**src/rtl/mips_mc_control.sv**
```systemverilog
// Multi-cycle MIPS control FSM: fetch/decode/execute/memory/writeback sequencing,
// memory-ready stalls, retired-instruction counter, sticky halt on illegal instructions.
module mips_mc_control #(
    parameter int CNT_W = 32
) (
    input  logic             clk,
    input  logic             rst,
    input  logic [5:0]       opcode,
    input  logic [5:0]       funct,
    input  logic             ZERO,
    input  logic             mem_ready,
    output logic [1:0]       alu_op,
    output logic [5:0]       alu_funct,
    output logic             alu_src_a,
    output logic [1:0]       alu_src_b,
    output logic             iord,
    output logic             mem_read,
    output logic             mem_write,
    output logic             ir_write,
    output logic             pc_write,
    output logic [1:0]       pc_src,
    output logic             reg_write,
    output logic             reg_dst,
    output logic             mem_to_reg,
    output logic [3:0]       state,
    output logic             illegal,
    output logic [CNT_W-1:0] retired
);

    typedef enum logic [3:0] {
        S_FETCH   = 4'd0,
        S_DECODE  = 4'd1,
        S_MEM_ADDR= 4'd2,
        S_MEM_RD  = 4'd3,
        S_MEM_WB  = 4'd4,
        S_MEM_WR  = 4'd5,
        S_EXEC    = 4'd6,
        S_R_WB    = 4'd7,
        S_BRANCH  = 4'd8,
        S_JUMP    = 4'd9,
        S_ADDI_EX = 4'd10,
        S_ADDI_WB = 4'd11,
        S_HALT    = 4'd15
    } state_t;

    localparam logic [5:0] OP_RTYPE = 6'b000000;
    localparam logic [5:0] OP_LW    = 6'b100011;
    localparam logic [5:0] OP_SW    = 6'b101011;
    localparam logic [5:0] OP_BEQ   = 6'b000100;
    localparam logic [5:0] OP_J     = 6'b000010;
    localparam logic [5:0] OP_ADDI  = 6'b001000;
    localparam logic [5:0] FN_ADD   = 6'b100000;

    state_t           state_q, state_d;
    logic [5:0]       funct_q;
    logic             illegal_q;
    logic [CNT_W-1:0] retired_q;
    logic             funct_ok;
    logic             pc_write_c, ir_write_c, mem_read_c, mem_write_c, reg_write_c;

    assign funct_ok = (funct == 6'b100100) || (funct == 6'b100101) || (funct == 6'b100000) ||
                      (funct == 6'b100010) || (funct == 6'b011000);

    always_ff @(posedge clk or posedge rst) begin
        if (rst) begin
            state_q   <= S_FETCH;
            funct_q   <= FN_ADD;
            illegal_q <= 1'b0;
            retired_q <= '0;
        end else begin
            state_q <= state_d;
            if (state_q == S_DECODE)
                funct_q <= funct;
            if (state_d == S_HALT)
                illegal_q <= 1'b1;
            // HALT never returns to FETCH, so illegal instructions are never counted
            if (state_d == S_FETCH && state_q != S_FETCH)
                retired_q <= retired_q + {{(CNT_W-1){1'b0}}, 1'b1};
        end
    end

    always_comb begin
        state_d     = state_q;
        alu_op      = 2'b00;
        alu_funct   = FN_ADD;
        alu_src_a   = 1'b0;
        alu_src_b   = 2'b00;
        iord        = 1'b0;
        pc_src      = 2'b00;
        reg_dst     = 1'b0;
        mem_to_reg  = 1'b0;
        pc_write_c  = 1'b0;
        ir_write_c  = 1'b0;
        mem_read_c  = 1'b0;
        mem_write_c = 1'b0;
        reg_write_c = 1'b0;
        case (state_q)
            S_FETCH: begin
                mem_read_c = 1'b1;
                alu_src_b  = 2'b01;
                ir_write_c = mem_ready;
                pc_write_c = mem_ready;
                if (mem_ready) state_d = S_DECODE;
            end
            S_DECODE: begin
                alu_src_b = 2'b11;
                case (opcode)
                    OP_RTYPE:      state_d = funct_ok ? S_EXEC : S_HALT;
                    OP_LW, OP_SW:  state_d = S_MEM_ADDR;
                    OP_BEQ:        state_d = S_BRANCH;
                    OP_J:          state_d = S_JUMP;
                    OP_ADDI:       state_d = S_ADDI_EX;
                    default:       state_d = S_HALT;
                endcase
            end
            S_MEM_ADDR: begin
                alu_src_a = 1'b1;
                alu_src_b = 2'b10;
                state_d   = (opcode == OP_SW) ? S_MEM_WR : S_MEM_RD;
            end
            S_MEM_RD: begin
                mem_read_c = 1'b1;
                iord       = 1'b1;
                if (mem_ready) state_d = S_MEM_WB;
            end
            S_MEM_WB: begin
                reg_write_c = 1'b1;
                mem_to_reg  = 1'b1;
                state_d     = S_FETCH;
            end
            S_MEM_WR: begin
                mem_write_c = 1'b1;
                iord        = 1'b1;
                if (mem_ready) state_d = S_FETCH;
            end
            S_EXEC: begin
                alu_src_a = 1'b1;
                alu_op    = 2'b10;
                alu_funct = funct_q;
                state_d   = S_R_WB;
            end
            S_R_WB: begin
                reg_write_c = 1'b1;
                reg_dst     = 1'b1;
                state_d     = S_FETCH;
            end
            S_BRANCH: begin
                alu_src_a  = 1'b1;
                alu_op     = 2'b01;
                pc_src     = 2'b01;
                pc_write_c = ZERO;
                state_d    = S_FETCH;
            end
            S_JUMP: begin
                pc_src     = 2'b10;
                pc_write_c = 1'b1;
                state_d    = S_FETCH;
            end
            S_ADDI_EX: begin
                alu_src_a = 1'b1;
                alu_src_b = 2'b10;
                state_d   = S_ADDI_WB;
            end
            S_ADDI_WB: begin
                reg_write_c = 1'b1;
                state_d     = S_FETCH;
            end
            default: state_d = S_HALT;
        endcase
    end

    // Gating on rst makes enables drop the instant reset asserts, not at the next edge
    assign pc_write  = pc_write_c  & ~rst;
    assign ir_write  = ir_write_c  & ~rst;
    assign mem_read  = mem_read_c  & ~rst;
    assign mem_write = mem_write_c & ~rst;
    assign reg_write = reg_write_c & ~rst;
    assign state     = state_q;
    assign illegal   = illegal_q;
    assign retired   = retired_q;

endmodule

```
**config.mk**
```make
export PLATFORM = sky130hd
export DESIGN_NAME = mips_mc_control
export DESIGN_NICKNAME = d
export VERILOG_FILES = /design/src/rtl/mips_mc_control.sv
export SDC_FILE = /design/constraint.sdc
export NUM_CORES = 1
export LEC_CHECK = 0
export CELL_PAD_IN_SITES_DETAIL_PLACEMENT = 0
export CELL_PAD_IN_SITES_GLOBAL_PLACEMENT = 1
export CORE_UTILIZATION = 36
export DETAILED_ROUTE_END_ITERATION = 10
export GPL_ROUTABILITY_DRIVEN = 0
export PLACE_DENSITY = 0.91
export SLEW_MARGIN = 20
export SYNTH_ARGS = -nofsm -noshare
export SYNTH_HDL_FRONTEND = slang
export SYNTH_SLANG_ARGS = --single-unit
```
**constraint.sdc**
```tcl
create_clock -name clk -period 2.4 [get_ports clk]
set_clock_uncertainty 0.2 [all_clocks]
set_input_delay 0.24 -clock clk [delete_from_list [all_inputs] [get_ports clk]]
set_output_delay 0.24 -clock clk [all_outputs]
set_load 0.1 [all_outputs]
```
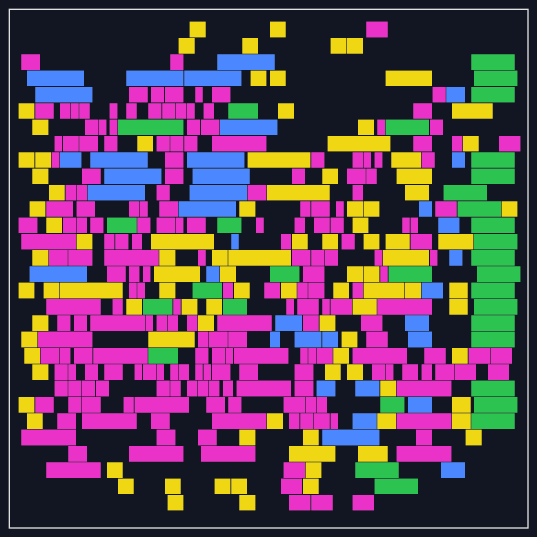
(drive-strength map)
Scale: 6 px per um.
Key: yellow = drive 3 to 4 [cells 98, share 26%]; magenta = drive 1 or less [cells 212, share 56%]; blue = drive 2 [cells 35, share 9.3%]; green = drive 6 and up [cells 32, share 8.5%]

==> flow_summary_export.csv <==
group,metric,value,unit
critical_path,crit_path_end_kind,"flip-flop",
job,tool_warnings,28,
critical_path,r2r-start,"state[1]$_DFF_PP0_",
synth,ys_cells,270,
critical_path,cp_data_required_time,2.38,ns
finish,syn2layout_area_growth,59.8,%
route,drtIter0Drc,62,
placement,portBuffers,73,
global_routing,globalRouteMet2Util,32.8,%
route,routed_wl,6580,um
clock_tree,cts_hold_buf,0,
clock_tree,cts_buffers,5,
floorplan,row_count,30,
global_routing,grt_pass1_wl,11200,um
finish,nets,393,
synth,synth_warnings,0,
synth,synthFlopType,"dfrtp_1",
final_timing,max_freq,0.429,GHz
placement,dp_slack,-0.245,ns
min_path,worstHoldStart,"retired[31]$_DFFE_PP0P_",
critical_path,rr_endpoint,"retired[23]$_DFFE_PP0P_",
route,vias,2381,
global_routing,gr-total-overflow,0,
synth,ys_top_cells_by_count,"dfrtp_1 (42), xnor2_1 (33), nand3_1 (23)",
clock_tree,cts_sinks,43,
synth,ys_chip_area,2550,um^2
critical_path,cp.arrival,2.31,ns
critical_path,startpoint,"opcode[5]",
pwr,p_per_area,343,nW/um^2
critical_path,regToRegSetupSlack,0.20,ns
clock_tree,htreeDepth,2,
run_status,status,"finished clean",
finish,antenna_cells,0,
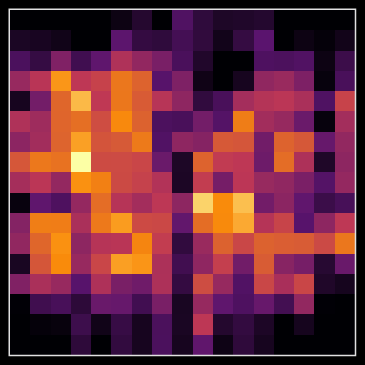
(signal metal coverage by tile)
Scale: 4 px per um. 17 x 17 tiles, from black (low) to pale yellow (high), scaled to the fullest tile. Values are wire area over tile area, all layers added.
The fullest tile reaches 0.41. 27% of the tiles are over half the peak. 11% of the tiles are nearly empty. The densest ninth of the die: middle left. The mean over all tiles is 0.14.

==> power by group <==
part | total (uW) | switching (uW) | internal (uW)
combinational | 87.4 | 43.2 | 44.2
clock | 588 | 251 | 337
sequential | 723 | 0 | 723
==> metal layers <==
| metal | vias to the layer above | part of all wire, % |
|---|---|---|
| met4 | 0 | 0.71 |
| met3 | 6 | 3.8 |
| li1 | 1171 | - |
| met1 | 1146 | 45 |
| met2 | 58 | 51 |
| met5 | - | 0 |
==> what timing repair did <==
item / in CTS / in global routing
pin swaps: 1 / 10
setup buffers: 1 / 3
endpoints found under the setup margin: 5 / 35
resized: 0 / 4
==> worst max-delay path, stage by stage <==
cell and delay, ns:
clkdlybuf4s50_1 0.48, nor4_4 0.37, o211ai_1 0.15, o211ai_1 0.25, a311o_1 0.34, buf_6 0.20, nand4_1 0.12, xnor2_1 0.15
==> state kept, by name (all words and copies together) (netlist names) <==
register	count
retired	32
funct_q	6
state	4
illegal	1
==> cells by family (layout without fill, tap and decap cells) <==
| logic type | count (synthesis) | after routing | synth area share (%) |
|---|---|---|---|
| AND-OR/OR-AND | 23 | 23 | 6.57 |
| XOR/XNOR | 34 | 34 | 11.7 |
| adder cells (fa/ha/maj) | 1 | 1 | 0.490 |
| buffers and inverters | 24 | 131 | 4.41 |
| flip-flops | 43 | 43 | 42.2 |
| multiplexers | 7 | 7 | 3.09 |
| AND/OR/NAND/NOR | 138 | 138 | 31.6 |
==> final cells by class <==
type	count	area [um^2]	area share (%)
Multi-Input combinational cell	203	1510	37.1
Timing Repair Buffer	113	1170	28.8
Sequential cell	43	1120	27.4
Tap cell	96	120	2.95
Clock buffer	6	82.6	2.03
Inverter	10	37.5	0.921
Clock inverter	2	35.0	0.859
Power and IR drop assume default switching activity.
